Figure 1. Cell outlines without signal wires (run 1).
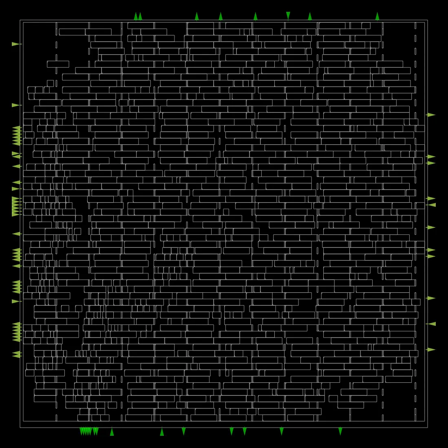
Figure 2. M4 wires (run 1).
Supply wires on this layer in gray.
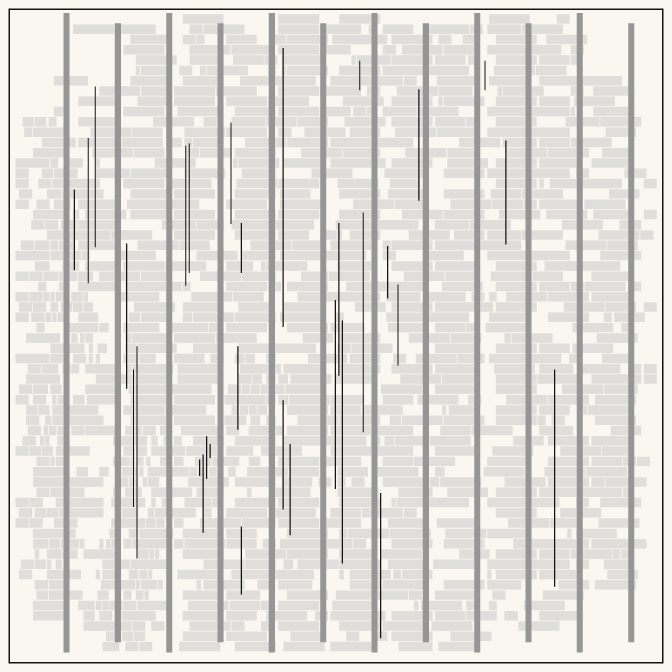
Figure 3. Metal layers overlaid (run 1).
The bar under the picture is 50 um long.
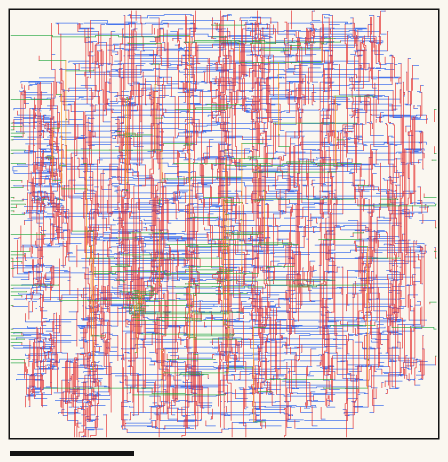
<file path="src/rtl/fei4_rx_pkg.sv">
// Shared types and constants for the FE-I4 receiver word assembler.
// Holds the default frame K-codes, the framing FSM states and a width helper.
package fei4_rx_pkg;

   localparam logic [7:0] SOF_K_DEFAULT = 8'hFC;  // K28.7
   localparam logic [7:0] EOF_K_DEFAULT = 8'hBC;  // K28.5

   typedef enum logic {
      IDLE     = 1'b0,
      IN_FRAME = 1'b1
   } rx_state_t;

   function automatic int clog2(input int value);
      int r;
      r = 0;
      while ((1 << r) < value) begin
         r = r + 1;
      end
      return r;
   endfunction

endpackage

</file>
<file path="src/rtl/fei4_rx_sync_fifo.sv">
// Single-clock show-ahead FIFO: the head word is presented on dout while not empty.
// A pop in the same cycle as a push while full frees the slot, so the push is kept.
module fei4_rx_sync_fifo #(
   parameter int DSIZE = 24,
   parameter int ASIZE = 4
) (
   input  logic             clk,
   input  logic             rst,
   input  logic             push,
   input  logic             pop,
   input  logic [DSIZE-1:0] din,
   output logic [DSIZE-1:0] dout,
   output logic             empty,
   output logic             full,
   output logic [ASIZE:0]   size,
   output logic             drop
);

   localparam int DEPTH = 1 << ASIZE;

   logic [DSIZE-1:0] mem [DEPTH];
   logic [ASIZE-1:0] wr_ptr;
   logic [ASIZE-1:0] rd_ptr;
   logic             rd_ok;
   logic             wr_ok;

   assign empty = (size == '0);
   assign full  = (size == (ASIZE+1)'(DEPTH));
   assign rd_ok = pop & ~empty;
   assign wr_ok = push & (~full | rd_ok);
   assign drop  = push & full & ~rd_ok;
   assign dout  = empty ? '0 : mem[rd_ptr];

   always_ff @(posedge clk or posedge rst) begin
      if (rst) begin
         wr_ptr <= '0;
         rd_ptr <= '0;
         size   <= '0;
      end else begin
         if (wr_ok) wr_ptr <= wr_ptr + 1'b1;
         if (rd_ok) rd_ptr <= rd_ptr + 1'b1;
         size <= size + (ASIZE+1)'(wr_ok) - (ASIZE+1)'(rd_ok);
      end
   end

   // Storage carries no reset; dout is masked to zero while empty.
   always_ff @(posedge clk) begin
      if (wr_ok) mem[wr_ptr] <= din;
   end

endmodule

</file>
<file path="src/rtl/fei4_rx_word_assembler.sv">
// Packs decoded 8b10b data bytes into words (first byte in the MSBs), with optional
// SOF/EOF framing, error aborts, saturating error counters and a show-ahead word FIFO.
module fei4_rx_word_assembler
   import fei4_rx_pkg::*;
#(
   parameter int         BYTES_PER_WORD = 3,
   parameter int         FIFO_ASIZE     = 4,
   parameter int         CNT_WIDTH      = 8,
   parameter logic [7:0] SOF_K          = SOF_K_DEFAULT,
   parameter logic [7:0] EOF_K          = EOF_K_DEFAULT
) (
   input  logic                        WCLK,
   input  logic                        RESET,
   input  logic                        ENABLE,
   input  logic                        FRAME_MODE,
   input  logic                        SYM_VALID,
   input  logic                        SYM_K,
   input  logic [7:0]                  SYM_DATA,
   input  logic                        SYM_ERR,
   input  logic                        READ,
   output logic [8*BYTES_PER_WORD-1:0] DATA_OUT,
   output logic                        EMPTY,
   output logic                        FULL,
   output logic [FIFO_ASIZE:0]         FIFO_SIZE,
   output logic [CNT_WIDTH-1:0]        LOST_ERR_CNT,
   output logic [CNT_WIDTH-1:0]        DECODER_ERR_CNT,
   output logic [CNT_WIDTH-1:0]        FRAME_ERR_CNT
);

   localparam int DW    = 8 * BYTES_PER_WORD;
   localparam int IDX_W = (clog2(BYTES_PER_WORD) < 1) ? 1 : clog2(BYTES_PER_WORD);
   localparam logic [IDX_W-1:0] LAST_IDX = IDX_W'(BYTES_PER_WORD - 1);

   rx_state_t        state, state_nxt;
   logic [IDX_W-1:0] idx, idx_nxt;
   logic             store;
   logic             push_nxt;
   logic             push;
   logic             dec_inc;
   logic             frm_inc;
   logic             drop;
   logic [DW-1:0]    asm_word;

   function automatic logic [CNT_WIDTH-1:0] sat_inc(input logic [CNT_WIDTH-1:0] c,
                                                   input logic en);
      return (en && (c != '1)) ? c + 1'b1 : c;
   endfunction

   always_ff @(posedge WCLK or posedge RESET) begin
      if (RESET) begin
         state           <= IDLE;
         idx             <= '0;
         push            <= 1'b0;
         LOST_ERR_CNT    <= '0;
         DECODER_ERR_CNT <= '0;
         FRAME_ERR_CNT   <= '0;
      end else begin
         state           <= state_nxt;
         idx             <= idx_nxt;
         push            <= push_nxt;
         LOST_ERR_CNT    <= sat_inc(LOST_ERR_CNT, drop);
         DECODER_ERR_CNT <= sat_inc(DECODER_ERR_CNT, dec_inc);
         FRAME_ERR_CNT   <= sat_inc(FRAME_ERR_CNT, frm_inc);
      end
   end

   // Priority per accepted symbol: decoder error, then K-code, then data byte.
   always_comb begin
      state_nxt = state;
      idx_nxt   = idx;
      store     = 1'b0;
      push_nxt  = 1'b0;
      dec_inc   = 1'b0;
      frm_inc   = 1'b0;
      if (!ENABLE) begin
         state_nxt = IDLE;
         idx_nxt   = '0;
      end else if (SYM_VALID) begin
         if (SYM_ERR) begin
            dec_inc   = 1'b1;
            idx_nxt   = '0;
            state_nxt = IDLE;
         end else if (SYM_K) begin
            idx_nxt = '0;
            if (SYM_DATA == SOF_K) begin
               frm_inc   = (idx != '0) || (state == IN_FRAME);
               state_nxt = FRAME_MODE ? IN_FRAME : IDLE;
            end else if (SYM_DATA == EOF_K) begin
               frm_inc   = (idx != '0) || ((state == IDLE) && FRAME_MODE);
               state_nxt = IDLE;
            end else begin
               frm_inc = (idx != '0);
            end
         end else if (!FRAME_MODE || (state == IN_FRAME)) begin
            store = 1'b1;
            if (idx == LAST_IDX) begin
               idx_nxt  = '0;
               push_nxt = 1'b1;
            end else begin
               idx_nxt = idx + 1'b1;
            end
         end else begin
            frm_inc = 1'b1;
         end
      end
   end

   // The completed word sits here for one cycle while the FIFO writes it.
   always_ff @(posedge WCLK) begin
      for (int b = 0; b < BYTES_PER_WORD; b++) begin
         if (store && (idx == IDX_W'(b))) asm_word[(BYTES_PER_WORD-1-b)*8 +: 8] <= SYM_DATA;
      end
   end

   fei4_rx_sync_fifo #(
      .DSIZE(DW),
      .ASIZE(FIFO_ASIZE)
   ) u_fifo (
      .clk  (WCLK),
      .rst  (RESET),
      .push (push),
      .pop  (READ),
      .din  (asm_word),
      .dout (DATA_OUT),
      .empty(EMPTY),
      .full (FULL),
      .size (FIFO_SIZE),
      .drop (drop)
   );

endmodule

</file>
<file path="config.mk">
export PLATFORM = sky130hd
export DESIGN_NAME = fei4_rx_word_assembler
export DESIGN_NICKNAME = d
export VERILOG_FILES = /design/src/rtl/fei4_rx_pkg.sv /design/src/rtl/fei4_rx_sync_fifo.sv /design/src/rtl/fei4_rx_word_assembler.sv
export SDC_FILE = /design/constraint.sdc
export NUM_CORES = 1
export LEC_CHECK = 0
export CAP_MARGIN = 0
export CORE_UTILIZATION = 60
export DETAILED_ROUTE_END_ITERATION = 16
export PLACE_DENSITY_LB_ADDON = 0.12
export REMOVE_ABC_BUFFERS = 1
export SYNTH_ARGS = -nofsm -noshare
export SYNTH_HDL_FRONTEND = slang
export SYNTH_SLANG_ARGS = --single-unit
</file>
<file path="constraint.sdc">
create_clock -name WCLK -period 4.8 [get_ports WCLK]
set_input_delay 1.2 -clock WCLK [delete_from_list [all_inputs] [get_ports WCLK]]
set_output_delay 1.2 -clock WCLK [all_outputs]
set_load 0.01 [all_outputs]
</file>
==> flow_summary.toml, run 1 <==
# synthesis and place-and-route metrics
[status]
outcome = "finished clean"

[critical_path]
critPathTopFamily = "buffers and inverters"
crit_type = "flop to primary output"
rrSetupSlack_ps = 2000
cp.depth = 5
crit_path_max_fanout = 52
critPathBufInv = 2

[layout]
clkbuf_count = 60
logic_gate_count = 328
instances_no_fill = 1362
final_nets = 975
sh_comb_area = 0.197
buffers = 107

[floorplan]
die_w_um = 172
ioPinCount = 71

[logic_synthesis]
area_leaders = "edfxtp_1, mux4_2, dfrtp_1"
synth_top_area_share = 0.703
yosysUniqueCellTypes = 44
ys_sh_simple = 0.0294
muxShareOfSynthArea = 0.157
ys_seq_frac = 0.762
ff_type = "edfxtp_1"

[place]
dp_slack_ps = 1070
io_buffers = 70

[timing]
tns_ps = 0
maxSlewHeadroom = 0.550
rsz0062_at_grt = "no"

[cts]
post_cts_buffers = 0
cts_repair_resize_count = 0
numCtsBuffers = 44

[worst_hold_path]
min_from = "u_fifo.rd_ptr[3]"

[pwr]
power_frac_seq = 0.427
Back to the opening pictures, Figure 1:
Rows: 62
n_taps: 384

Back to the opening pictures, Figure 2:
- wire length on this layer: 958 um
- share of all routed wire: 2.7%
- main direction: vertical
- nets with wire on the layer: 21

Back to the opening pictures, Figure 3:
- M2: red (wire length 17800 um)
- M1: blue (wire length 14200 um)
- M3: green (wire length 2240 um)
- M4: orange (wire length 958 um)

run 1: flip-flops by register name, indices dropped and copies added, names as in the netlist:
| name | count |
|---|---|
| DECODER_ERR_CNT | 8 |
| FRAME_ERR_CNT | 8 |
| LOST_ERR_CNT | 8 |
| asm_word | 24 |
| idx | 2 |
| push | 1 |
| state | 1 |
| u_fifo.mem | 384 |
| u_fifo.rd_ptr | 4 |
| u_fifo.size | 5 |
| u_fifo.wr_ptr | 4 |
run 1: logic make-up (layout without fill, tap and decap cells):
logic type	count (synthesis)	in the layout
AOI/OAI and AO/OA	38	38
DFF	449	449
adders and majority gates	14	14
xor gates and xnor gates	28	28
muxes	153	153
buffers and inverters	50	201
and+or+nand+nor	95	95
Figure 4. Cell sizes after repair (run 1).
The bar under the picture is 50 um long.
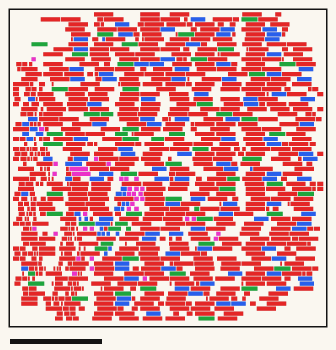

==> inputs of run 2 (changes only) <==
--- a/config.mk
+++ b/config.mk
@@ -7,6 +7,7 @@
 export LEC_CHECK = 0
 export CAP_MARGIN = 0
 export CORE_UTILIZATION = 60
+export CTS_CLUSTER_DIAMETER = 60
 export DETAILED_ROUTE_END_ITERATION = 16
 export PLACE_DENSITY_LB_ADDON = 0.12
 export REMOVE_ABC_BUFFERS = 1
==> constraint.sdc (replaced) <==
create_clock -name WCLK -period 4.1 [get_ports WCLK]
set_input_delay 1.025 -clock WCLK [delete_from_list [all_inputs] [get_ports WCLK]]
set_output_delay 1.025 -clock WCLK [all_outputs]
set_load 0.01 [all_outputs]
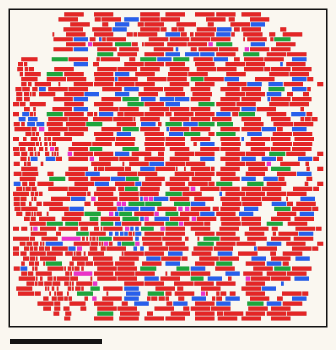
Figure 5: run 2, cell sizes after repair.
The bar under the picture is 50 um long.
- x3 and x4: magenta (cells 33; share 3.4%; most used buf_4)
- x2: blue (cells 135; share 14%; most used mux4_2)
- x6 and larger: green (cells 64; share 6.5%; most used clkbuf_16)
- x1 and smaller: red (cells 752; share 76%; most used edfxtp_1)

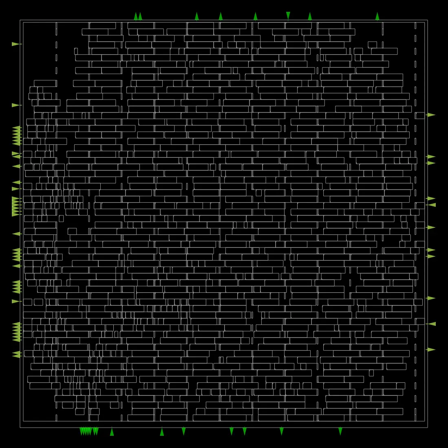
Figure 6: run 2, cell outlines without signal wires.
Finished Layout Cells: 1368
core area: 28600 um2
flop share of the area: 0.652

==> run 2 against run 1 <==
  * Total power grew 19%
  * Critical path depth unchanged
  * Hold slack improved by 13 ps
  * Combinational power up 24%
  * Non-clock buffer count is 6 higher
  * Global-route usage is 0.87 points higher
  * Die area did not move
  * Sequential power increased by 17%
  * Sequential share of layout area fell by 0.45 points
  * First-iteration DRC count is 1.4% lower
  * Synthesized area is the same
  * Critical path type unchanged
  * Critical endpoint is now DATA_OUT[12]
==> flow_summary.toml, run 2 <==
# synthesis and place-and-route metrics
[routing]
top_layer = "met4"
wirelength_met1_mm = 14.7

[global_routing]
gr-usage-met2 = 0.419

[logic_synthesis]
syn_area_um2 = 17400
muxShareOfSynthArea = 0.157
ys_seq_frac = 0.762
area_leaders = "edfxtp_1, mux4_2, dfrtp_1"
ys_sh_simple = 0.0294
ff_type = "edfxtp_1"
synth_top_area_share = 0.703
yosysUniqueCellTypes = 44

[layout]
top_regs = "u_fifo.mem x384, asm_word x24"
largest_reg_flops = 384
final_nets = 980
lay_top_count = "edfxtp_1"
largest_register = "u_fifo.mem"

[timing]
rsz0062_at_grt = "no"
tns_ps = 0
maxSlewHeadroom = 0.578

[critical_path]
cp.depth = 5
crit_path_max_fanout = 20
critPathTopFamily = "buffers and inverters"
rrSetupSlack_ps = 1350
crit_type = "flop to primary output"
cp_slowest_cell = "dfrtp_4"
worstPathArrival_ps = 2900
critPathBufInv = 2
slowest_delay_ps = 650

[worst_hold_path]
whs_path_depth = 1
min_from = "LOST_ERR_CNT[5]"

[pwr]
power_frac_seq = 0.420
pwr_density_cell_nw_per_um2 = 615

[floorplan]
die_w_um = 172
ioPinCount = 71
rows = 62

[cts]
numCtsBuffers = 43
cts_repair_resize_count = 0
post_cts_buffers = 1

[place]
io_buffers = 70
dp_slack_ps = 533
dp.cells = 1287

[status]
outcome = "finished clean"
run 2: cell counts after synthesis:
Identical to the previous run, type by type.
run 2: final cells by class:
class / count / area (um2)
Tap cell: 384 / 480
Multi-Input combinational cell: 328 / 3990
Clock buffer: 53 / 1170
Sequential cell: 449 / 13300
Timing Repair Buffer: 113 / 1220
Fill cell: 1679 / 8250
Inverter: 15 / 56.3
Clock inverter: 26 / 176
run 2: power by group through the flow:
stage          combinational, W  clock, W  sequential, W
4_1_cts                 0.00351   0.00378        0.00530
5_1_grt                 0.00377   0.00396        0.00527
3_5_place_dp            0.00342         0        0.00542
3_3_place_gp            0.00338         0        0.00541
6_report                0.00354   0.00374        0.00526
2_1_floorplan           0.00201         0        0.00565
No activity file was given, so power comes from the tool's default toggle rates.
